Figure 1. Signal wires on met1.
Scale: 3 px per um. Supply wires on this layer in grey.
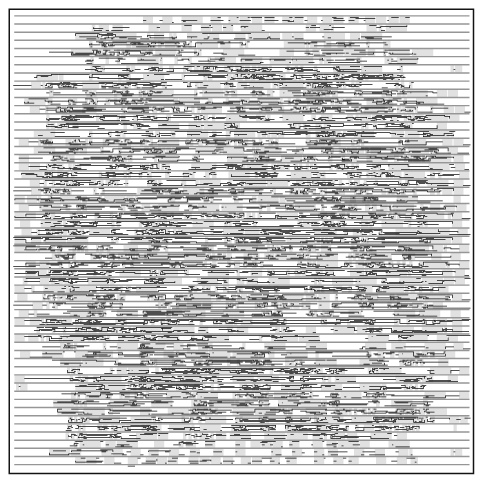
Figure 2. Cell placement.
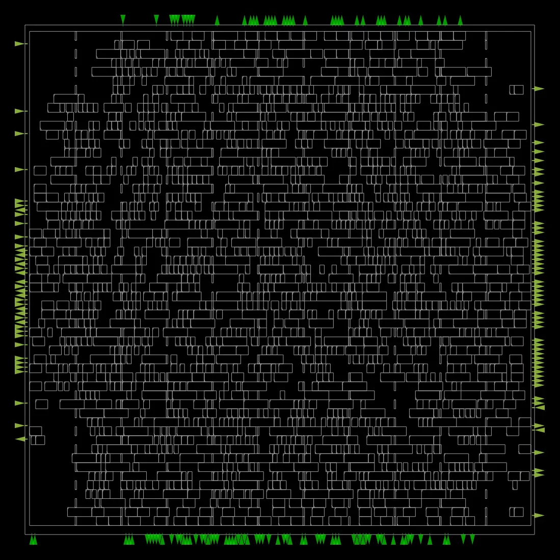
[config.mk]
export PLATFORM = sky130hd
export DESIGN_NAME = instr_fetch_unit
export DESIGN_NICKNAME = d
export VERILOG_FILES = /design/src/rtl/instr_fetch_unit.sv
export SDC_FILE = /design/constraint.sdc
export NUM_CORES = 1
export LEC_CHECK = 0
export ABC_AREA = 1
export CORE_UTILIZATION = 45
export CTS_BUF_LIST = sky130_fd_sc_hd__clkbuf_8
export CTS_CLUSTER_DIAMETER = 80
export CTS_CLUSTER_SIZE = 24
export DETAILED_ROUTE_END_ITERATION = 10
export GPL_TIMING_DRIVEN = 0
export PLACE_DENSITY_LB_ADDON = 0.2
export SYNTH_ARGS = -nofsm -noshare
export SYNTH_HDL_FRONTEND = slang
export SYNTH_SLANG_ARGS = --single-unit
[constraint.sdc]
create_clock -name clock -period 3.6 [get_ports clock]
set_input_delay 0.54 -clock clock [delete_from_list [all_inputs] [get_ports clock]]
set_output_delay 0.54 -clock clock [all_outputs]
set_load 0.05 [all_outputs]
[src/rtl/instr_fetch_unit.sv]
// instr_fetch_unit: MIPS fetch stage issuing req/ready word fetches into the IF/ID slot,
// with a one-entry skid buffer for decode stalls and redirect flushing.
module instr_fetch_unit #(
    parameter logic [31:0] RESET_PC = 32'h0000_0000
) (
    input  logic        clock,
    input  logic        reset,
    output logic        imem_req,
    output logic [31:0] imem_addr,
    input  logic        imem_ready,
    input  logic [31:0] imem_rdata,
    input  logic        stall,
    input  logic        redirect_valid,
    input  logic [31:0] redirect_target,
    output logic [31:0] if_instr,
    output logic [31:0] if_pc,
    output logic [31:0] if_pc_plus4,
    output logic        if_valid
);
    typedef enum logic [1:0] {IDLE, WAIT, DRAIN} state_t;
    state_t      state_q, state_d;
    logic [31:0] fetch_pc_q, fetch_pc_d, addr_q, addr_d;
    logic [31:0] instr_q, instr_d, pc_q, pc_d, pc4_q, pc4_d;
    logic        valid_q, valid_d, skid_v_q, skid_v_d;
    logic [31:0] skid_instr_q, skid_instr_d, skid_pc_q, skid_pc_d;
    logic [31:0] tgt, pc_next;
    logic        resp, adv;
    assign tgt       = redirect_target & ~32'd3;
    assign pc_next   = fetch_pc_q + 32'd4;
    assign resp      = (state_q == WAIT) && imem_ready;
    assign adv       = !stall || !valid_q;
    assign imem_req  = state_q != IDLE;
    assign imem_addr = addr_q;
    assign if_instr  = instr_q;
    assign if_pc     = pc_q;
    assign if_pc_plus4 = pc4_q;
    assign if_valid  = valid_q;
    always_comb begin
        state_d      = state_q;
        fetch_pc_d   = fetch_pc_q;
        addr_d       = addr_q;
        instr_d      = instr_q;
        pc_d         = pc_q;
        pc4_d        = pc4_q;
        valid_d      = valid_q;
        skid_v_d     = skid_v_q;
        skid_instr_d = skid_instr_q;
        skid_pc_d    = skid_pc_q;
        if (redirect_valid) begin
            valid_d    = 1'b0;
            instr_d    = '0;
            skid_v_d   = 1'b0;
            fetch_pc_d = tgt;
            // an in-flight request must still complete before the new target can go out
            if (state_q != IDLE && !imem_ready) begin
                state_d = DRAIN;
            end else begin
                state_d = WAIT;
                addr_d  = tgt;
            end
        end else begin
            if (adv && (skid_v_q || resp)) begin
                instr_d = skid_v_q ? skid_instr_q : imem_rdata;
                pc_d    = skid_v_q ? skid_pc_q : addr_q;
                pc4_d   = pc_d + 32'd4;
            end
            if (adv) begin
                valid_d  = skid_v_q || resp;
                skid_v_d = 1'b0;
            end else if (resp) begin
                skid_v_d     = 1'b1;
                skid_instr_d = imem_rdata;
                skid_pc_d    = addr_q;
            end
            if (state_q == IDLE && !skid_v_d) begin
                state_d = WAIT;
                addr_d  = fetch_pc_q;
            end else if (resp) begin
                fetch_pc_d = pc_next;
                addr_d     = pc_next;
                state_d    = skid_v_d ? IDLE : WAIT;
            end else if (state_q == DRAIN && imem_ready) begin
                addr_d  = fetch_pc_q;
                state_d = skid_v_d ? IDLE : WAIT;
            end
        end
    end
    always_ff @(posedge clock) begin
        if (reset) begin
            state_q      <= IDLE;
            fetch_pc_q   <= RESET_PC;
            addr_q       <= RESET_PC;
            instr_q      <= '0;
            pc_q         <= '0;
            pc4_q        <= '0;
            valid_q      <= 1'b0;
            skid_v_q     <= 1'b0;
            skid_instr_q <= '0;
            skid_pc_q    <= '0;
        end else begin
            state_q      <= state_d;
            fetch_pc_q   <= fetch_pc_d;
            addr_q       <= addr_d;
            instr_q      <= instr_d;
            pc_q         <= pc_d;
            pc4_q        <= pc4_d;
            valid_q      <= valid_d;
            skid_v_q     <= skid_v_d;
            skid_instr_q <= skid_instr_d;
            skid_pc_q    <= skid_pc_d;
        end
    end
endmodule

==> notes.md <==
impl run done, here's what came out: outcome completed, Yosys Chip Area 10400 um2, critical path's top delay family buffers and inverters, buffering overhead 0.181, Reg area 4360 um2, Net Switching 1.59 mW, Post-Syn Instances 1521, post_cts resized 0, Tightest Pin Transition 0.812 ns, Post-synth top cells nand2_1 (371), dfxtp_1 (218), nor2_1 (182), Cell area leaders dfxtp_1 (42%), nand2_1 (13%), nor2_1 (6.5%), crit path DAT 1.97 ns, min Tclk post-route 2.51 ns, Layout area overhead 23.8%, Flop pwr share 0.545, Layout Cells excl Fill 2018, Sink Count 218, chip area 23800 um2, dpl cells 2000, post-CTS setup buffer count 0, dpl cell area 12700 um2, fillcell total 2282, internal cell power 3.20 mW, fin worst setup slack 1.09 ns, die x size 154 um, clk root buf clkbuf_8, detail-routed via count per cell 5.27, vias in the first global route 9776, WP data required 3.06 ns, nonclk inv count 159, type of the worst setup path flop to output port, final net count 1801, clock-net power 1.14 mW, Init Core Util 0.459, ys async rst share 0, Comb area share 0.390, CTS tree built, crit-path max cell delay 0.80 ns, Avg Inst Size Synth 6.86 um2, Worst Setup Start Kind flop, clk tree area frac 0.0167, Top cell area share 0.418, first-pass GRT wire length 52100 um, Flop Count 218, Critical Path Fanout Max 4, PnR Total Power 4.79 mW, clock latency on the worst-skew pair 0.52 ns, Pleak 5.44 nW, sequential fraction of the synthesis area 0.418, crit path cell chain nor2_1 -> inv_1 -> clkdlybuf4s50_1, Plain + repair buffers 276, sequential cell area share 0.338, final number of setup-violating endpoints 0, switching portion of total power 0.332, comb pwr 1.04 mW, Antenna Nets Post-Route 0, peak supply drop 0.227 mV, clkbuf count 13, Multi-In Gates 1062, layout cell share with drive strength beyond 1 0.0669, Placement Setup Slack 0.736 ns, DRC Markers 0, synth warn 0, Slew Limit Fails 0, fmax 398 MHz, initial DRC count 948, die height 154 um, largest net degree at the start of global routing 25, Max Cap Viol 0, CP endpoint kind output port, gr ovfl total 0, row count 55, clock power share 0.237, Yosys cell types 47, Final Cell Area 12900 um2, CTS Hold Buffers Added 0, cell taking the most area after synthesis dfxtp_1, Core Util, Final 0.569, post-layout period usage 0.697, hold slack final 0.460 ns, Crit-path slowest cell clkdlybuf4s50_1, Max clock buf depth 3, prevailing post-synth register cell dfxtp_1, final hold vios 0, clk slew on worst S/H paths 0.15 ns, wire per inst 16.3 um, ys cells 1521, Yosys top cell by instances nand2_1
Notes on Figure 1 above:
main direction: horizontal
nets with wire on the layer: 1661
longest straight run: 44.6 um
wire length on this layer: 14800 um
share of all routed wire: 45%
WL final: 32800 um
GRT met1 Usage: 0.383
via count: 10600

Notes on Figure 2 above:
Well Taps: 285
CORE AREA: 22700 um2

==> state kept, by name, indices dropped and copies added, names as in the netlist <==
signal / count
state_q: 2
fetch_pc_q: 30
imem_addr: 30
skid_instr_q: 32
skid_v_q: 1
if_valid: 1
if_pc_plus4: 30
if_instr: 32
skid_pc_q: 30
if_pc: 30
==> placed cells by master (no fill, tap or decap), drive strengths merged <==
cell	n
nand2	406
dfxtp	218
nor2	196
clkdlybuf4s50	189
inv	160
o21ai	134
nand3	98
a21oi	97
clkbuf	67
buf	33
a31oi	25
nand4	17
nor3	14
o211ai	12
a211oi	11
xor2	10
a311oi	9
conb	6
o21a	5
o21bai	4
clkinv	4
and2	3
o211a	2
xnor2	2
or2	2
o22ai	2
ha	2
nor3b	2
nand3b	2
nor4	1
==> metal layers <==
| layer | track usage | routed length (um) | up-vias |
|---|---|---|---|
| met5 | 0 | 0 | - |
| met4 | 0.0740 | 806 | 0 |
| met3 | 0.0280 | 2160 | 53 |
| met2 | 0.453 | 15100 | 409 |
| met1 | 0.383 | 14800 | 4871 |
| li1 | - | - | 5307 |
==> cells by family (layout without fill, tap and decap cells) <==
group	count (synthesis)	after routing	share of synthesized area
DFF	218	218	0.418
other	1	6	0.000359
xor gates and xnor gates	12	12	0.0101
AOI/OAI and AO/OA	301	301	0.162
buffers and inverters	246	453	0.100
adders and majority gates	2	2	0.00240
and+or+nand+nor	741	741	0.307
==> worst paths after layout <==
kind	depth (start not counted)	startpoint	slack, ns	to
hold / removal	2	skid_pc_q[6]	0.46	skid_pc_q[6]
setup reg to reg	13	skid_v_q	1.39	if_pc_plus4[26]
setup / recovery	3	state_q[0]	1.09	imem_req
hold reg to reg	2	skid_pc_q[6]	0.46	skid_pc_q[6]
Power figures rest on the tool's default switching activity, not on a simulated workload.
